==> config.mk <==
export PLATFORM = sky130hd
export DESIGN_NAME = inst_fetch
export DESIGN_NICKNAME = d
export VERILOG_FILES = /design/src/rtl/inst_fetch.sv
export SDC_FILE = /design/constraint.sdc
export NUM_CORES = 1
export LEC_CHECK = 0
export ABC_AREA = 1
export CAP_MARGIN = 20
export CORE_MARGIN = 2
export CORE_UTILIZATION = 30
export CTS_BUF_LIST = sky130_fd_sc_hd__clkbuf_8 sky130_fd_sc_hd__clkbuf_16
export CTS_CLUSTER_DIAMETER = 50
export DETAILED_ROUTE_END_ITERATION = 16
export GPL_TIMING_DRIVEN = 0
export PLACE_DENSITY = 0.54
export SLEW_MARGIN = 25
export SYNTH_ARGS = -nofsm -noshare
export SYNTH_HDL_FRONTEND = slang
export SYNTH_SLANG_ARGS = --single-unit
export TNS_END_PERCENT = 50
==> constraint.sdc <==
create_clock -name clk -period 4.3 [get_ports clk]
set_input_delay 1.29 -clock clk [delete_from_list [all_inputs] [get_ports clk]]
set_output_delay 1.29 -clock clk [all_outputs]
set_load 0.03 [all_outputs]
==> src/rtl/inst_fetch.sv <==
// Instruction fetch unit: issues PC requests to instruction memory under a credit
// limit, pairs in-order responses with their PC and hands them to decode.
module inst_fetch #(
  parameter int DEPTH = 4
) (
  input  logic        clk,
  input  logic        rst,
  input  logic [31:0] PC,
  input  logic        PCsrc,
  output logic        PCen,
  output logic        MemReq,
  output logic [31:0] MemAddr,
  input  logic        MemGnt,
  input  logic        MemRvalid,
  input  logic [31:0] MemRdata,
  output logic        InstrValid,
  output logic [31:0] Instr,
  output logic [31:0] InstrPC,
  input  logic        InstrReady
);

  localparam int PW = $clog2(DEPTH);
  localparam int CW = PW + 1;

  logic [31:0]   entry_pc   [DEPTH];
  logic [31:0]   entry_word [DEPTH];
  logic [PW-1:0] head;
  logic [PW-1:0] tail;
  logic [CW-1:0] count;

  logic [31:0]   fly_pc [DEPTH];
  logic [PW-1:0] fly_rd;
  logic [PW-1:0] fly_wr;
  logic [CW-1:0] inflight;
  logic [CW-1:0] discard;

  logic [CW:0]   occupancy;
  logic          credit;
  logic          req_fire;
  logic          rsp;
  logic          drop;
  logic          push;
  logic          pop;
  logic [CW-1:0] count_next;
  logic [CW-1:0] inflight_next;

  // Discarded requests keep their credit until the response returns, so
  // buffer plus in-flight can never exceed DEPTH.
  always_comb begin
    occupancy = {1'b0, count} + {1'b0, inflight};
    credit    = occupancy < (CW+1)'(DEPTH);
    MemReq    = ~rst & credit & ~PCsrc;
    req_fire  = MemReq & MemGnt;
    PCen      = ~rst & (req_fire | PCsrc);
    MemAddr   = rst ? 32'h0 : {PC[31:2], 2'b00};
  end

  always_comb begin
    rsp        = MemRvalid & (inflight != '0);
    drop       = (discard != '0) | PCsrc;
    push       = rsp & ~drop;
    InstrValid = count != '0;
    pop        = InstrValid & InstrReady & ~PCsrc;
    Instr      = InstrValid ? entry_word[head] : 32'h0;
    InstrPC    = InstrValid ? entry_pc[head]   : 32'h0;
  end

  always_comb begin
    count_next = count;
    if (push & ~pop)
      count_next = count + CW'(1);
    else if (~push & pop)
      count_next = count - CW'(1);

    inflight_next = inflight;
    if (req_fire & ~rsp)
      inflight_next = inflight + CW'(1);
    else if (~req_fire & rsp)
      inflight_next = inflight - CW'(1);
  end

  always_ff @(posedge clk or posedge rst) begin
    if (rst) begin
      head     <= '0;
      tail     <= '0;
      count    <= '0;
      fly_rd   <= '0;
      fly_wr   <= '0;
      inflight <= '0;
      discard  <= '0;
    end else begin
      if (req_fire)
        fly_wr <= fly_wr + PW'(1);
      if (rsp)
        fly_rd <= fly_rd + PW'(1);
      inflight <= inflight_next;

      // A flush empties the buffer and marks every still-outstanding request
      // as wrong-path, including ones already marked earlier.
      if (PCsrc) begin
        head    <= '0;
        tail    <= '0;
        count   <= '0;
        discard <= inflight_next;
      end else begin
        if (push)
          tail <= tail + PW'(1);
        if (pop)
          head <= head + PW'(1);
        count <= count_next;
        if (rsp && (discard != '0))
          discard <= discard - CW'(1);
      end
    end
  end

  always_ff @(posedge clk) begin
    if (req_fire)
      fly_pc[fly_wr] <= PC;
    if (push) begin
      entry_pc[tail]   <= fly_pc[fly_rd];
      entry_word[tail] <= MemRdata;
    end
  end

endmodule

==> out/qor.txt <==
ANT nets after route: 0
Crit share post-route: 96.5%
Die width: 235 um
Nets: 1595
Synthesized flop and latch total: 401
Crit. Startpoint: head[0]
Post-synth seq share: 74.7%
Vias per inst: 4.59
GR Layer Usage met1: 19.5%
Worst Hold Endpoint: discard[0]
Avg Inst Size Synth: 12.5 um2
Cells in synth_stat.txt: 1280
Antenna violations before repair: 1
Headroom to the max-slew limit: 46.9%
Cts bufs inserted: 46
Syn-to-layout area delta: 28.4%
Final hold vios: 0
Register share of total power: 37.5%
GP Congestion: 0.748
M2 GR Usage: 24.8%
Number of global-route vias before repair: 10200
Worst vdd rail ir drop: 0.313 mV
Final Setup Violations: 0
Via Count: 10200
Placed cell areas: 0.0190 mm2
CP startpoint kind: register
Highest metal used: met4
Drt total wl: 41.3 mm
First-pass GRT wire length: 62.6 mm
Crit Reg-Reg Startpoint: inflight[1]
Post-route minimum period: 4150 ps
Postcts setup bufs: 0
Crit-path cells: buf_2 > buf_2 > nor2_1 > nor2_1 > o21ai_0 > a21oi_1 > clkdlybuf4s50_1
CTS tree: built
Register-to-Register Path Depth: 10
Hold_sp: discard[0]
TritonRoute pass-1 iters: 5
Num ports: 169
Syn Inst Count: 1280
GRT busiest layer: met2
Crit-path max cell delay: 830 ps
Clk sinks: 401
Syn. warnings: 0
Slew Viols, Final: 0
Complex Gates by Area: 9.72%
Met3 global-route usage: 3.08%
Htree depth: 2
Sw Pwr: 4.58 mW
Top cells by area: edfxtp_1, nor2_1, o21ai_0, dfrtp_1, a21oi_1
Power Sequential: 4.85 mW
Dpl hpwl: 27.3 mm
Detailed Route Iter0 Violations: 757
Outcome: completed
WL met3: 2.20 mm
Crit path capture: InstrPC[14]
Combinational power share: 33.3%
Port-buffer cells: 164
Area reported by Yosys stat: 0.0160 mm2
Largest net degree at the start of global routing: 21
CTS root buffer: clkbuf_16
WP data arrival: 2860 ps
Worst-path maximum fanout: 10
Yosys top cell by instances: edfxtp_1
Top power consumer group: registers
Clk power: 3.77 mW
All-Layer GR Usage: 14.8%
Log Warnings: 35
Init Core Util: 30.4%
Pre-CTS WS: -317 ps
Static leakage: 7.35 nW
Top area contributor share: 72.1%
Post-synth EDFFs: 384
Pwr dens: 629 mW/mm2
FFs w/ async S/R, synth: 4.24%
Reg-to-reg slack, setup: 1370 ps
Sw frac: 35.4%
Commonest flop: edfxtp_1
Reg2Reg Capture Point: entry_pc[2][27]
Share of cells above drive strength 1: 9.85%
Synth cell count leaders: edfxtp_1, nor2_1, o21ai_0
Die height: 235 um
Adder Share, Synth: 1.30%
Metal-1 WL: 18.3 mm
Maximum root-to-sink buffer count: 3
Crit path setup slack, layout: 150 ps
Total power: 12.9 mW
Unrepaired setup endpoints after global routing: no
MaxCap Viol Count: 0
Post-route DRC: 0
Die area: 0.0552 mm2
Simple-gate share of the synthesized area: 10.2%
Fmax: 241 MHz
Worst Hold Class: reg -> reg
Worst-margin pin slew: 796 ps
Critical Setup Path Class: reg -> out
Area leader, netlist: edfxtp_1
Cts hold-fix bufs: 0
Unique cell types: 34
Total gr overflow: 0
Placed cells: 2150
Internal Pwr Total: 8.34 mW
DR WL/cell: 18.5 um
Cell Area, Synth: 0.0160 mm2
Max stage delay cell, worst path: clkdlybuf4s50_1
Xor/xnor share: 0.383%
Power Combinational: 4.30 mW
Top logic cell family in the synthesized netlist: simple AND/OR/NAND/NOR gates
Worst endpoint required time: 3010 ps
Setup TNS: 0 ps
Crit. End Element: primary output
Worst hold margin: 542 ps
Clock-pin slew on the worst setup and hold paths: 50 ps
Multiplexer share: 0%
Clk_lat worst skew: 580 ps
Hold depth: 2
DR WL met2: 20.1 mm
## cell type report
| cell class | count | area, um2 | share of cell area [%] |
|---|---|---|---|
| Tap cell | 688 | 861 | 4.19 |
| Antenna cell | 1 | 2.50 | 0.0122 |
| Buffer | 73 | 343 | 1.67 |
| Sequential cell | 401 | 12000 | 58.2 |
| Inverter | 68 | 255 | 1.24 |
| Clock inverter | 34 | 287 | 1.39 |
| Multi-Input combinational cell | 738 | 3530 | 17.2 |
| Timing Repair Buffer | 181 | 2130 | 10.4 |
| Clock buffer | 48 | 1180 | 5.74 |
## cell families (layout without fill, tap and decap cells)
group | Yosys count | after routing
flops | 401 | 401
compound gates | 301 | 301
fa+ha+maj | 16 | 16
buf+inv | 142 | 404
simple gates | 412 | 412
other cells | 1 | 3
xor+xnor | 7 | 7
## worst max-delay path, delay by kind of cell, from the launching register on
kind,cells,cell delay [ps]
buffers and inverters,3,1460
DFF,1,430
AOI/OAI and AO/OA,2,250
and+or+nand+nor,2,150
## cell usage in the layout, fill, tap and decap left out, types with 13 or more instances in the layout
master           synthesis  layout
clkbuf_2                 0      13
dlymetal6s2s_1           0      18
nor2_1                 365     357
edfxtp_1               384     384
clkdlybuf4s50_1          0     143
nand2_1                 22      22
dfrtp_1                 17      17
ha_1                    15      15
clkbuf_1                36      22
o22ai_1                 32      32
clkbuf_16                0      46
inv_1                   61      71
buf_16                   0      14
o21ai_0                195     195
buf_2                   25      24
a21oi_1                 67      67
## timing repair
action                                 in CTS  in global routing
setup endpoints to repair                  57                 34
resized                                    14                 26
endpoints found under the hold margin       0                  0
## registers in the layout, summed over array words and instances (netlist names)
signal	count
entry_word	128
tail	2
head	2
discard	3
fly_wr	2
fly_pc	128
inflight	3
fly_rd	2
entry_pc	128
count	3
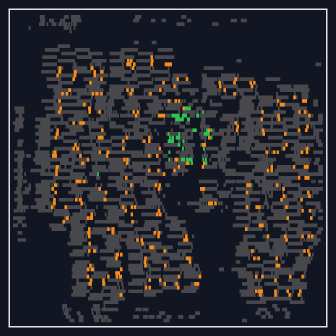
Figure 1: gate families picked out.
NAND gates -> green  # cells 40, where middle
inverting AOI/OAI gates -> orange  # cells 301, where spread over the die
Top cell excl fill/tap: edfxtp_1
logic share of the area: 17.2%
Non-Filler Instances: 2232

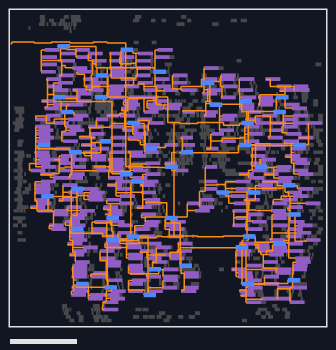
Figure 2: routed clock nets over the placement.
Bar = 50 um.
flip-flops -> purple  # count 401
cells driving clock nets -> blue  # count 46
clock wires -> orange  # length 5010 um
routed clock nets = 47
clock share of power: 29.2%
Clock Skews: 33.8 ps

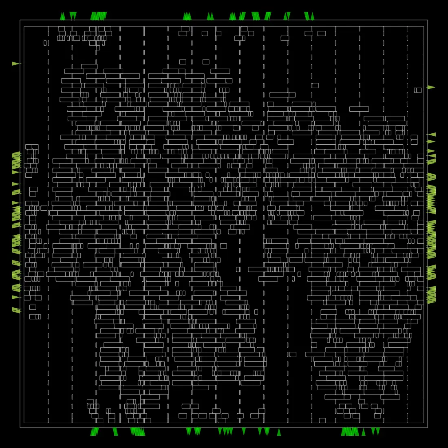
Figure 3: cell outlines without signal wires.
row cnt: 84
Seq cells: 401
fill count: 4926
Well Taps: 688

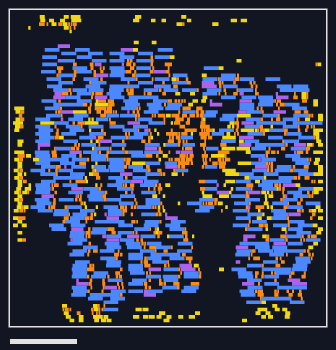
Figure 4: cell classes on the final placement.
Bar = 50 um.
clock drivers and dummy loads -> purple  # cells 82, share of their area 7.4%
all other logic -> orange  # cells 806, share of their area 19%
other buffers and delay cells -> yellow  # cells 254, share of their area 13%
flip-flops -> blue  # cells 401, share of their area 61%
final core utilization: 39.0%
core area: 0.0527 mm2
Seq area share: 58.2%
final instance area: 0.0205 mm2

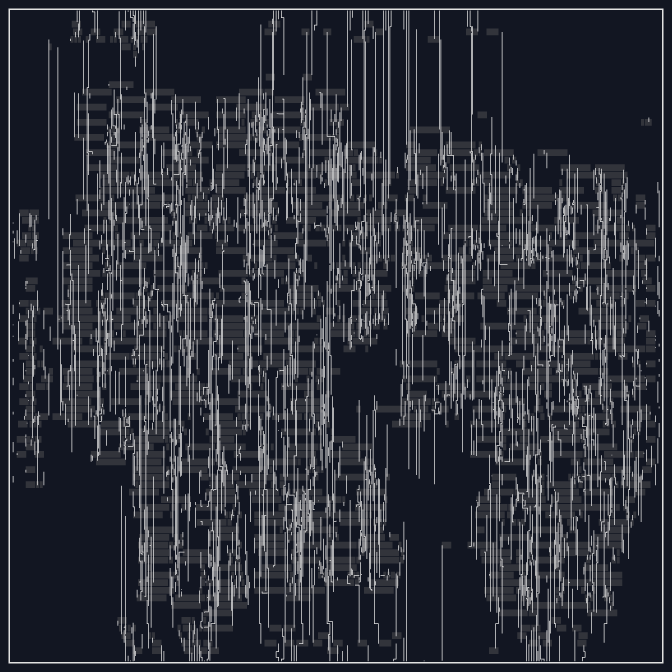
Figure 5: signal wires on met2.
Cells faint in the background.
share of all routed wire = 49%
main direction = vertical

Power figures rest on the tool's default switching activity, not on a simulated workload.
